`src/rtl/nvm_synapse_array_ctrl.sv`:
```
// Wishbone slave that fans one host DATA access out to an array of X1 synapse macros,
// one synapse bit per macro, with enable mask, ack timeout and status reporting.
module nvm_synapse_array_ctrl #(
  parameter int unsigned NUM_MACRO   = 16,
  parameter logic [31:0] BASE_ADDR   = 32'h3000_0000,
  parameter logic [31:0] MACRO_ADDR  = 32'h3000_000C,
  parameter logic [7:0]  MEM_HIGH    = 8'hFF,
  parameter logic [7:0]  MEM_LOW     = 8'h00,
  parameter logic [15:0] TIMEOUT_RST = 16'd1024
) (
  input  logic                      wb_clk_i,
  input  logic                      wb_rst_i,
  input  logic                      wbs_stb_i,
  input  logic                      wbs_cyc_i,
  input  logic                      wbs_we_i,
  input  logic [3:0]                wbs_sel_i,
  input  logic [31:0]               wbs_adr_i,
  input  logic [31:0]               wbs_dat_i,
  output logic [31:0]               wbs_dat_o,
  output logic                      wbs_ack_o,
  output logic [NUM_MACRO-1:0]      m_cyc_o,
  output logic [NUM_MACRO-1:0]      m_stb_o,
  output logic                      m_we_o,
  output logic [3:0]                m_sel_o,
  output logic [31:0]               m_adr_o,
  output logic [NUM_MACRO*32-1:0]   m_dat_o,
  input  logic [NUM_MACRO*32-1:0]   m_dat_i,
  input  logic [NUM_MACRO-1:0]      m_ack_i,
  output logic                      done_o
);

  typedef enum logic [1:0] {IDLE, ISSUE, WAIT, RESP} state_t;

  state_t                state_q, state_d;
  logic [NUM_MACRO-1:0]  en_q, en_d;
  logic [NUM_MACRO-1:0]  stb_q, stb_d;
  logic [NUM_MACRO-1:0]  ack_mask_q, ack_mask_d;
  logic [NUM_MACRO-1:0]  rd_q, rd_d;
  logic [NUM_MACRO-1:0]  wbits_q, wbits_d;
  logic                  we_q, we_d;
  logic [3:0]            sel_q, sel_d;
  logic [15:0]           tmo_q, tmo_d;
  logic [15:0]           tcnt_q, tcnt_d;
  logic                  tflag_q, tflag_d;
  logic                  wack_q, wack_d;
  logic [31:0]           dat_q, dat_d;

  logic                  req;
  logic                  busy;
  logic [NUM_MACRO-1:0]  m_bit;
  logic [NUM_MACRO-1:0]  hit_ack;
  logic [31:0]           ack32, en32, rd32;
  logic                  unused_ok;

  assign req       = wbs_cyc_i & wbs_stb_i & (wbs_adr_i[31:4] == BASE_ADDR[31:4]);
  assign busy      = (state_q != IDLE);
  assign unused_ok = ^{wbs_adr_i[1:0], m_dat_i};

  always_comb begin
    m_bit = '0;
    for (int unsigned i = 0; i < NUM_MACRO; i++) begin
      m_bit[i] = m_dat_i[i*32];
    end
  end

  // stb_q doubles as the pending mask: a macro stays strobed until it acks
  assign hit_ack = m_ack_i & stb_q;

  always_comb begin
    ack32 = '0;
    en32  = '0;
    rd32  = '0;
    ack32[NUM_MACRO-1:0] = ack_mask_q;
    en32[NUM_MACRO-1:0]  = en_q;
    rd32[NUM_MACRO-1:0]  = rd_d;
  end

  always_comb begin
    state_d    = state_q;
    en_d       = en_q;
    stb_d      = stb_q;
    ack_mask_d = ack_mask_q;
    rd_d       = rd_q;
    wbits_d    = wbits_q;
    we_d       = we_q;
    sel_d      = sel_q;
    tmo_d      = tmo_q;
    tcnt_d     = tcnt_q;
    tflag_d    = tflag_q;
    wack_d     = 1'b0;
    dat_d      = '0;

    if (state_q == ISSUE || state_q == WAIT) begin
      stb_d      = stb_q & ~hit_ack;
      ack_mask_d = ack_mask_q | hit_ack;
      if (!we_q) begin
        rd_d = rd_q | (hit_ack & m_bit);
      end
    end

    case (state_q)
      IDLE: begin
        if (req && !wack_q) begin
          if (wbs_adr_i[3:2] == 2'd0) begin
            state_d    = ISSUE;
            we_d       = wbs_we_i;
            sel_d      = wbs_sel_i;
            wbits_d    = wbs_dat_i[NUM_MACRO-1:0];
            ack_mask_d = '0;
            rd_d       = '0;
            stb_d      = en_q;
            tcnt_d     = tmo_q;
          end else begin
            wack_d = 1'b1;
            case (wbs_adr_i[3:2])
              2'd1: begin
                dat_d = {tflag_q, busy, 14'b0, ack32[15:0]};
                if (!wbs_we_i) begin
                  tflag_d = 1'b0;
                end
              end
              2'd2: begin
                dat_d = en32;
                if (wbs_we_i) begin
                  en_d = wbs_dat_i[NUM_MACRO-1:0];
                end
              end
              default: begin
                dat_d = {ack32[31:16], tmo_q};
                if (wbs_we_i) begin
                  tmo_d = wbs_dat_i[15:0];
                end
              end
            endcase
          end
        end
      end
      ISSUE: begin
        if (stb_q == '0) begin
          state_d = RESP;
          dat_d   = we_q ? '0 : rd32;
        end else begin
          state_d = WAIT;
        end
      end
      WAIT: begin
        if (stb_q == '0) begin
          state_d = RESP;
          dat_d   = we_q ? '0 : rd32;
        end else if (tcnt_q == '0) begin
          state_d = RESP;
          stb_d   = '0;
          tflag_d = 1'b1;
          dat_d   = we_q ? '0 : rd32;
        end else begin
          tcnt_d = tcnt_q - 16'd1;
        end
      end
      default: begin
        state_d = IDLE;
      end
    endcase
  end

  always_ff @(posedge wb_clk_i or posedge wb_rst_i) begin
    if (wb_rst_i) begin
      state_q    <= IDLE;
      en_q       <= '1;
      stb_q      <= '0;
      ack_mask_q <= '0;
      rd_q       <= '0;
      wbits_q    <= '0;
      we_q       <= 1'b0;
      sel_q      <= '0;
      tmo_q      <= TIMEOUT_RST;
      tcnt_q     <= '0;
      tflag_q    <= 1'b0;
      wack_q     <= 1'b0;
      dat_q      <= '0;
    end else begin
      state_q    <= state_d;
      en_q       <= en_d;
      stb_q      <= stb_d;
      ack_mask_q <= ack_mask_d;
      rd_q       <= rd_d;
      wbits_q    <= wbits_d;
      we_q       <= we_d;
      sel_q      <= sel_d;
      tmo_q      <= tmo_d;
      tcnt_q     <= tcnt_d;
      tflag_q    <= tflag_d;
      wack_q     <= wack_d;
      dat_q      <= dat_d;
    end
  end

  always_comb begin
    m_dat_o = '0;
    for (int unsigned i = 0; i < NUM_MACRO; i++) begin
      m_dat_o[i*32 +: 32] = {24'h0, wbits_q[i] ? MEM_HIGH : MEM_LOW};
    end
  end

  assign m_cyc_o   = stb_q;
  assign m_stb_o   = stb_q;
  assign m_we_o    = we_q;
  assign m_sel_o   = sel_q;
  assign m_adr_o   = MACRO_ADDR;
  assign wbs_ack_o = wack_q | (state_q == RESP);
  assign wbs_dat_o = dat_q;
  assign done_o    = (state_q == RESP);

endmodule

```
`config.mk`:
```
export PLATFORM = sky130hd
export DESIGN_NAME = nvm_synapse_array_ctrl
export DESIGN_NICKNAME = d
export VERILOG_FILES = /design/src/rtl/nvm_synapse_array_ctrl.sv
export SDC_FILE = /design/constraint.sdc
export NUM_CORES = 1
export LEC_CHECK = 0
export CAP_MARGIN = 20
export CORE_AREA = 5 5 477 479
export CTS_CLUSTER_DIAMETER = 60
export DETAILED_ROUTE_END_ITERATION = 6
export DIE_AREA = 0 0 482 484
export GPL_TIMING_DRIVEN = 0
export PLACE_DENSITY = 0.32
export SLEW_MARGIN = 40
export SYNTH_ARGS = -nofsm -noshare
export SYNTH_HDL_FRONTEND = slang
export SYNTH_SLANG_ARGS = --single-unit
```
`constraint.sdc`:
```
create_clock -name wb_clk_i -period 4.65 [get_ports wb_clk_i]
set_clock_uncertainty 0.1 [all_clocks]
set_input_delay 0.6975 -clock wb_clk_i [delete_from_list [all_inputs] [get_ports wb_clk_i]]
set_output_delay 0.6975 -clock wb_clk_i [all_outputs]
set_load 0.03 [all_outputs]
```
==> results.txt, run 1 <==
Synthesis and PnR results.

- The worst hold path passes through 2 cells.
- The number of placed instances, taps included is 4814.
- In the final report, the number of pins over their slew limit comes to 0.
- In the final layout, flip-flops and latches occupy 3500 um2.
- The share of async-settable or async-resettable flops after synthesis is 100%.
- The critical path endpoint has a required time of 4870 ps.
- The startpoint-to-endpoint class of the critical path is input port to flop.
- According to the hold report, the worst path is of the flop to flop type.
- For this run, the total global-route usage over all layers was measured as 4.36%.
- The area fraction of clock buffers and clock inverters is 3.13%.
- The final antenna-violating net count is 0.
- The fraction of area in registers is ~18%.
- The overall die size recorded for this design is 233000 um2.
- The post-route cell area is 19300 um2.
- TritonRoute output was used to compute an average wire per cell of approximately 11 um.
- The clock tree synthesis step divided the H-tree into 4 levels.
- The floorplan die width reads between 400 and 500 um.
- The count of non-CTS inverters in the layout is 15.
- The number of global-route vias before repair is about 8500.
- The count of warnings emitted by yosys is 0.
- In this run the cell area measured after placement is 18700 um2.
- The largest family of logic cells by area is buffers and inverters.
- The buffer share of cell area is ~37%.
- The global-route wire length before repair is between 70000 and 80000 um.
- The period utilization is about 84%.
- The shortest period the worst path allows reads 3890 ps.
- Per the synthesis report, the AND-OR/OR-AND share of the synthesized area is 10.7%.
- Setup repair after global routing left no endpoint under its margin.
- The average via count per standard cell reads between 1.5 and 2.
- After global routing the overflow that remains totals 0.
- Static timing analysis puts the maximum clock frequency at 0.257 GHz.
- The final hold slack is 389 ps.
- The biggest area consumer among cell classes reads buffers.
- The final worst slack is around 760 ps.
- The routability-driven placement congestion ratio reads 0.697.
- The count of routing violations after the opening detailed-route iteration reads ~380.
- The number of cells reported by Yosys stat comes to between 1000 and 1500.
- The highest routing layer actually used reads met5.
- The global routing usage on met2 reads 7.73%.
- The floorplan step defined a core boundary enclosing 223000 um2.
- After synthesis, the most frequently instantiated cells are 559 x sky130_fd_sc_hd__buf_4, 122 x sky130_fd_sc_hd__dfrtp_1, 47 x sky130_fd_sc_hd__nand2_1.
- The simple logic cell fraction of the synthesized area reads approximately 6.6%.
- The flow ran to the end, and the final reports show no timing, DRC or antenna violations.
- The pin count of the biggest net entering global routing reads around 63.
- The post-synthesis register bit count reads about 140.
- The number of buffers between clock root and the deepest sink reads 2.
- The post-CTS repair timing setup buffer count is 0.
- Port buffering added 271 buffers.
- The area growth from synthesis to layout is 83.0%.
- The placement row count reads 174.
- The report puts the hold buffer count at CTS at 0.
- The tree is rooted in a sky130_fd_sc_hd__clkbuf_16.
- The utilization after layout reads 8.67%.
- The layout cell share with drive strength beyond 1 is between 30% and 40%.
- The sequential cell count is approximately 140.
- After routing, the total negative slack on setup checks comes to 0 ps.
- The number of antenna violations at the first check in global routing is 28.
- The number of library cell types mapped by synthesis reads 57.
- The arithmetic-cell share of the synthesized area counting full adders, half adders and majority gates is under 10%.
- The yosys stat chip area is 10600 um2.
- The area taken by multi-input logic gates is 4250 um2.
- The most common flop cell mapped by yosys is sky130_fd_sc_hd__dfrtp_1.
- The relative max-transition margin is 45.4%.
- The met3 routed wirelength reads 6230 um.
- The count of inserted tapcells is 2992.
- The routed layout reports a DRC error count of 0.
- The slew at the pin closest to its max-slew limit reads roughly 800 ps.
- The half-perimeter wire length of the detailed placement result reads 45400 um.
- The sequential element share of the synthesized area is 33.1%.
- After synthesis, the cell types taking the most area are sky130_fd_sc_hd__buf_4 40%, sky130_fd_sc_hd__dfrtp_1 29%, sky130_fd_sc_hd__mux2_2 4.6%, sky130_fd_sc_hd__dfstp_2 4.2%, sky130_fd_sc_hd__o21ai_0 1.8%.
- Power comes to roughly 0.0037 W.
- The critical path endpoint category is a flop.
- The final tally of hold violations is 0.
- The height of the chip reads just under 500 um.
- Power spread over the standard cell area amounts to 192 nW/um2.
- The average instance in the mapped netlist occupies 9.44 um2.
- Data arrives at the worst endpoint at 4110 ps.
- The worst register-to-register path has a setup slack of 1250 ps.
- The source of the worst hold timing path is rd_q[7].
- The most frequent cell after synthesis reads sky130_fd_sc_hd__buf_4.
## run 1: worst max path at each step
| stage | from | endpoint | slack, ps | cells past startpoint |
|---|---|---|---|---|
| detailed placement | wbs_adr_i[19] | ack_mask_q[1] | 50 | 9 |
| global placement | wb_rst_i | m_sel_o[1] | -3560 | 2 |
| global route | wbs_adr_i[16] | ack_mask_q[2] | 440 | 9 |
| floorplan | wb_rst_i | ack_mask_q[0] | 160 | 1 |
| CTS | wbs_adr_i[16] | ack_mask_q[2] | 590 | 9 |
| finish | wbs_adr_i[16] | ack_mask_q[2] | 760 | 9 |
## run 1: report_power, final
group	leakage, nW	internal, W	switching, W
Sequential	1.85	0.00122	0.00000932
Clock	0.293	0.000813	0.000711
Combinational	6.49	0.000337	0.000635
Figure 1. The metal 3 layer (run 1).
Drawn at 1 px/um. Cells faint in the background.
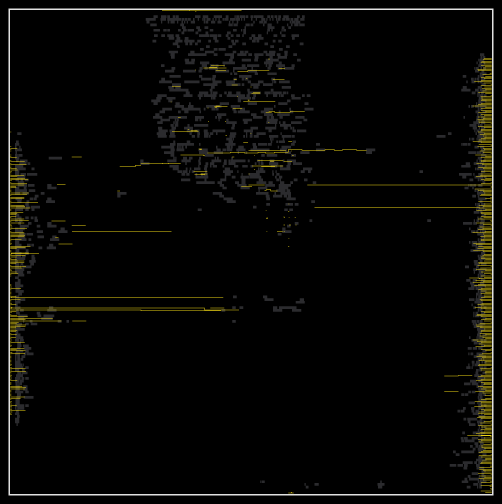
- nets with wire on the layer: 567
- longest straight run: 212 um
met3 Use GR: 1.58%
drt total wl: 53700 um
total via count after detailed routing: 8829

Figure 2. Clock nets (run 1).
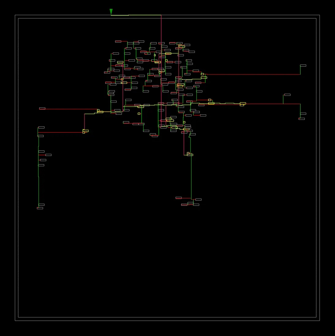
power consumed by the clock network: 0.00152 W
clock buffer count from CTS: 17
count of clock tree sinks: 139
clkbuf count: 17
Late-Pin Clk Latency: 480 ps

Figure 3. I/O nets highlighted (run 1).
Drawn at 1 px/um.
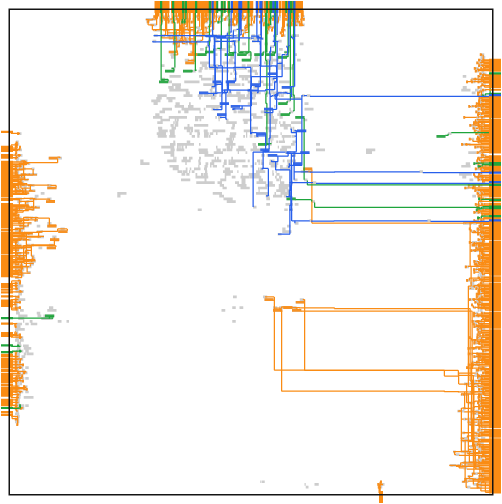
- `wbs_dat_o`: green (bits 32; direction output; end cells 32; buffers 32; wire 1760 um)
- `m_dat_o`: orange (bits 512; direction output; end cells 400; buffers 624; wire 11200 um)
- `m_stb_o`: blue (bits 16; direction output; end cells 16; buffers 32; wire 3240 um)

Figure 4. Placed cells, one colour a class (run 1).
Drawn at 1 px/um.
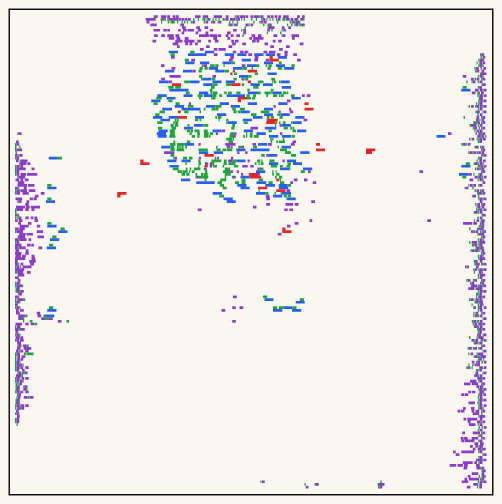

==> inputs of run 2 (changes only) <==
==> constraint.sdc (replaced) <==
create_clock -name wb_clk_i -period 3.5 [get_ports wb_clk_i]
set_clock_uncertainty 0.1 [all_clocks]
set_input_delay 0.525 -clock wb_clk_i [delete_from_list [all_inputs] [get_ports wb_clk_i]]
set_output_delay 0.525 -clock wb_clk_i [all_outputs]
set_load 0.03 [all_outputs]
Figure 5. Placed cells, one colour a class (run 2).
Drawn at 1 px/um.
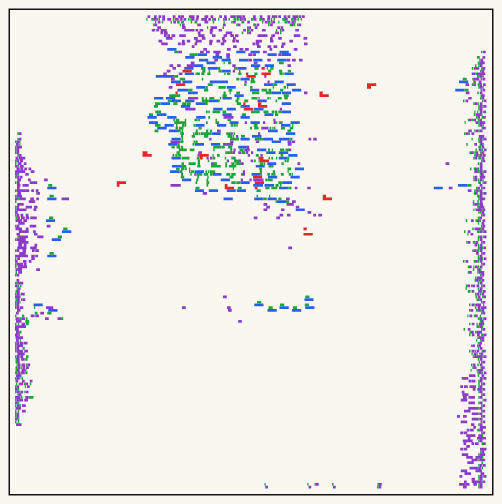
- clock drivers and dummy loads: red (cells 32)
- remaining logic cells: green (cells 811)
- registers: blue (cells 139)
- remaining buffers and delay cells: purple (cells 879)
flop share of the area: 18.0%
Cell Rows: 174

==> results.txt, run 2 <==
Synthesis and PnR results.

- The worst setup path is launched from an input port.
- The total power of the final layout reads 0.00479 W (+29%).
- The standard cell area after detailed placement is 18900 um2 (+0.94%).
- The number of levels the H-tree was split into reads 4 (unchanged).
- The count of boundary I/O pins is 1216.
- In this run the critical path is formed by clkdlybuf4s50_1, nor4_2, nand4_1, or4_4, buf_6, a221oi_4, nand2_1, buf_2, a32o_1.
- The power per unit of standard cell area came to 246 nW/um2 (+28%).
- The most common flop cell mapped by yosys reads sky130_fd_sc_hd__dfrtp_1.
- The global-route wire length before repair is 69600 um (-0.66%).
- The average wire per cell in the routed design reads 11.0 um (-0.65%).
- The number of flops mapped to enable cells by yosys is 0.
- The post-CTS repair timing setup buffer count was 0 (unchanged).
- After global routing, the most crowded layer is met2.
- The max-slew violation count reads 0 (unchanged).
- The chip footprint reads 233000 um2 (unchanged).
- The simple logic cell fraction of the synthesized area came to 6.61% (unchanged).
- The switching power as a share of total power is 36.5% (+0.10 points).
- The largest family of logic cells by area is buffers and inverters.
- The period utilization reads 95.6%.
- The layout cell share with drive strength beyond 1 was 37.7% (+0.24 points).
- The static power due to leakage is slightly below 9 nW.
- The critical path's top delay family reads simple AND/OR/NAND/NOR gates.
- Timing would allow up to around 0.30 GHz.
- The number of buffers between clock root and the deepest sink is 2 (unchanged).
- The post-synthesis cell count from yosys reads 1120 (unchanged).
- The floorplan die width came to 482 um (unchanged).
- The sequential share of power reads 34.0% (+1.0 points).
- The pin count of the biggest net entering global routing is 22 (-65%).
- The type of the worst min-delay path reads input port to async pin.
- The number of global-route vias before repair is 8550 (+1.1%).
- The count of cells resized by post-cts repair reads 5.
- The largest fanout of any net on the critical path reads 10.
- The utilization after layout reads 8.73% (+0.059 points).
- The switching power summed over all nets reads 0.00175 W (+29%).
- The data required time at the worst endpoint reads 3760 ps (-1110 ps).
- The slew at the pin closest to its max-slew limit reads 806 ps (-12.0 ps).
- The power drawn by the sequential cells is 0.00163 W (+33%).
- The library cell used most frequently in the layout, excluding fill and tap cells, is sky130_fd_sc_hd__buf_4.
- The sequential element share of the synthesized area is 33.1% (unchanged).
- The half-perimeter wire length of the detailed placement result came to 46000 um (+1.3%).
- The setup slack of the worst register-to-register path was 180 ps (-1070 ps).
- STA on the placed design reports a worst setup slack of -964 ps.
- The count of buffering cells on the critical path with inverters included reads 3.
- The total iterations of the first detailed-routing run is 5.
- The share of async-settable or async-resettable flops after synthesis was 100% (unchanged).
- The capturing instance or port of the critical path reads m_cyc_o[7].
- The clock group total power came to 0.00185 W (+22%).
- The insertion delay to the later sink of the worst-skew pair is 480 ps (about the same).
- The maximum VDD drop reads 305 uV.
- The synthesis report lists the most area-consuming cells as sky130_fd_sc_hd__buf_4 40%, sky130_fd_sc_hd__dfrtp_1 29%, sky130_fd_sc_hd__mux2_2 4.6%, sky130_fd_sc_hd__dfstp_2 4.2%, sky130_fd_sc_hd__o21ai_0 1.8%.
- The post-synthesis register bit count was 139 (unchanged).
- The maximum cell stage delay along the critical path reads 660 ps.
- The number of filler instances in the final layout reads 26000.
- The arithmetic-cell share of the synthesized area counting full adders, half adders and majority gates is 1.18% (unchanged).
- The final worst slack is 154 ps (-609 ps).
- The routability-driven placement congestion ratio came to 0.696 (about the same).
- The final setup TNS is 0 ps (unchanged).
- The quantity of hold-fixing buffers added after cts is 0 (unchanged).
- The number of library cell types mapped by synthesis came to 57 (unchanged).
- The count of warnings emitted by yosys is 0 (unchanged).
- The worst reg2reg path depth reads 8.
- The number of buffers created by CTS is 17 (unchanged).
- The total global routing track utilization is 4.32% (-0.045 points).
- The summed instance area of the synthesized netlist is 10600 um2.
- The xor-xnor portion of the synthesized cell area is 0%.
- The number of buffers inserted by port buffering reads 271 (unchanged).
- The critical path startpoint reads wbs_adr_i[15].
- The clock-pin slew of the registers on the worst-case setup and hold paths reads ~80 ps.
- The clock tree root buffer cell is sky130_fd_sc_hd__clkbuf_16.
- The shortest period the worst path allows reads 3350 ps.
- The count of routing violations after the opening detailed-route iteration is 320 (-15%).
- The core box area was 223000 um2 (unchanged).
- The cell accounting for the most synthesized area reads sky130_fd_sc_hd__buf_4.
- The internal power was 0.00304 W (+29%).
- The combinational power was 0.00132 W (+36%).
- The number of antenna violations at the first check in global routing is 25 (-11%).
- The top contributor to total power reads clock.
- The final tally of hold violations is 0 (unchanged).
- The number of maximum-capacitance violations recorded for the run is 0.
- The stage-log warning count reads approximately 550.
- Looking at the setup timing report, the critical path kind is input port to flop.
- The critical path's slowest stage uses the library cell sky130_fd_sc_hd__or4_4.
- The and-or/or-and share of the synthesized area reads 10.7% (unchanged).
- The global routing usage on met2 was 7.81% (+0.079 points).
- Endpoints with negative setup slack in the final report add up to 0.
- The area fraction in mux cells reads 6.19%.
- The most common logic cells in the final layout are 561 x sky130_fd_sc_hd__buf_4, 431 x sky130_fd_sc_hd__conb_1, 271 x sky130_fd_sc_hd__clkdlybuf4s50_1.
- The relative max-transition margin reads 46.2% (+0.80 points).
- The average via count per standard cell is 1.82 (about the same).
- The fraction of power consumed by combinational cells is 27.5% (+1.4 points).
- Setup repair after global routing left no endpoint under its margin.
- The critical path endpoint category is a flop.
- The synthesized area per cell reads 9.44 um2 (unchanged).
- The reg-to-reg endpoint reads wbs_dat_o[13].
- The arrival time at the worst endpoint is 3600 ps (-510 ps).
- The register with the most flip-flops in the layout has 18 of them.
- Yosys instantiated no cell more often than sky130_fd_sc_hd__buf_4.
- The met1 demand-to-capacity share in global routing reads between 4 and 5%.
- The global route total overflow is 0 (unchanged).
- Counting instances in the post-synthesis netlist gives the leading cell types as 559 x sky130_fd_sc_hd__buf_4, 122 x sky130_fd_sc_hd__dfrtp_1, 47 x sky130_fd_sc_hd__nand2_1.
- The height of the chip reads 484 um (unchanged).
- TritonCTS built the clock tree.
- The final routed DRC violation total is 0 (unchanged).
- The clock network power share was 38.5% (-2.4 points).
- The yosys stat chip area came to 10600 um2 (unchanged).
- The cell count after synthesis is approximately 1100.
- The critical path depth in cells is 9 (unchanged).
- The starting utilization of the core area is under 10%.
- The final antenna-violating net count reads 0 (unchanged).
- The fraction of post-synthesis cell area in the top cell type by area is 39.7%.
- The run finished with clean final reports.
- The area growth from synthesis to layout reads 84.3%.
- In this run the critical register-to-register path is launched from state_q[0].
- The post-route cell area came to 19500 um2 (+0.69%).
- The number of clock sinks is 139 (unchanged).
- After the last flow step, the layout net total stands at 2459.
Figure 6. The metal 3 layer (run 2).
Drawn at 1 px/um. Cells faint in the background.
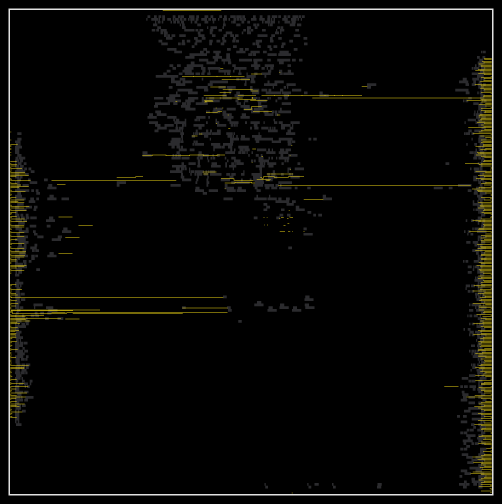
- wire length on this layer: 6260 um
- share of all routed wire: 12%
- nets with wire on the layer: 560
total via count after detailed routing: 8840
met3 Use GR: 1.61%
drt total wl: 53400 um

[run 2: cell counts after synthesis]
No cell type changed its count.
[run 2: per-stage QoR]
stage / hold slack (ps) / cells
final: 160 / 4862
after global routing: 129 / 4854
after CTS: 107 / 4853
after detailed placement: 373 / 4821
after global placement: 369 / 4812
after floorplan: 348 / 1549
[run 2: layout make-up]
cell class	instances	area, um2	area share [%]
Antenna cell	9	22.5	0.116
Buffer	599	4410	22.6
Clock buffer	22	464	2.38
Clock inverter	10	86.3	0.443
Inverter	15	60.1	0.308
Multi-Input combinational cell	796	4260	21.9
Sequential cell	139	3500	18.0
Tap cell	2992	3740	19.2
Timing Repair Buffer	280	2940	15.1
[run 2: routing by layer]
metal	wire length [um]	up-vias
met4	1030	0
met3	6260	51
met2	26400	640
met5	0	-
met1	19800	3888
li1	-	4261
Power figures rest on the tool's default switching activity, not on a simulated workload.
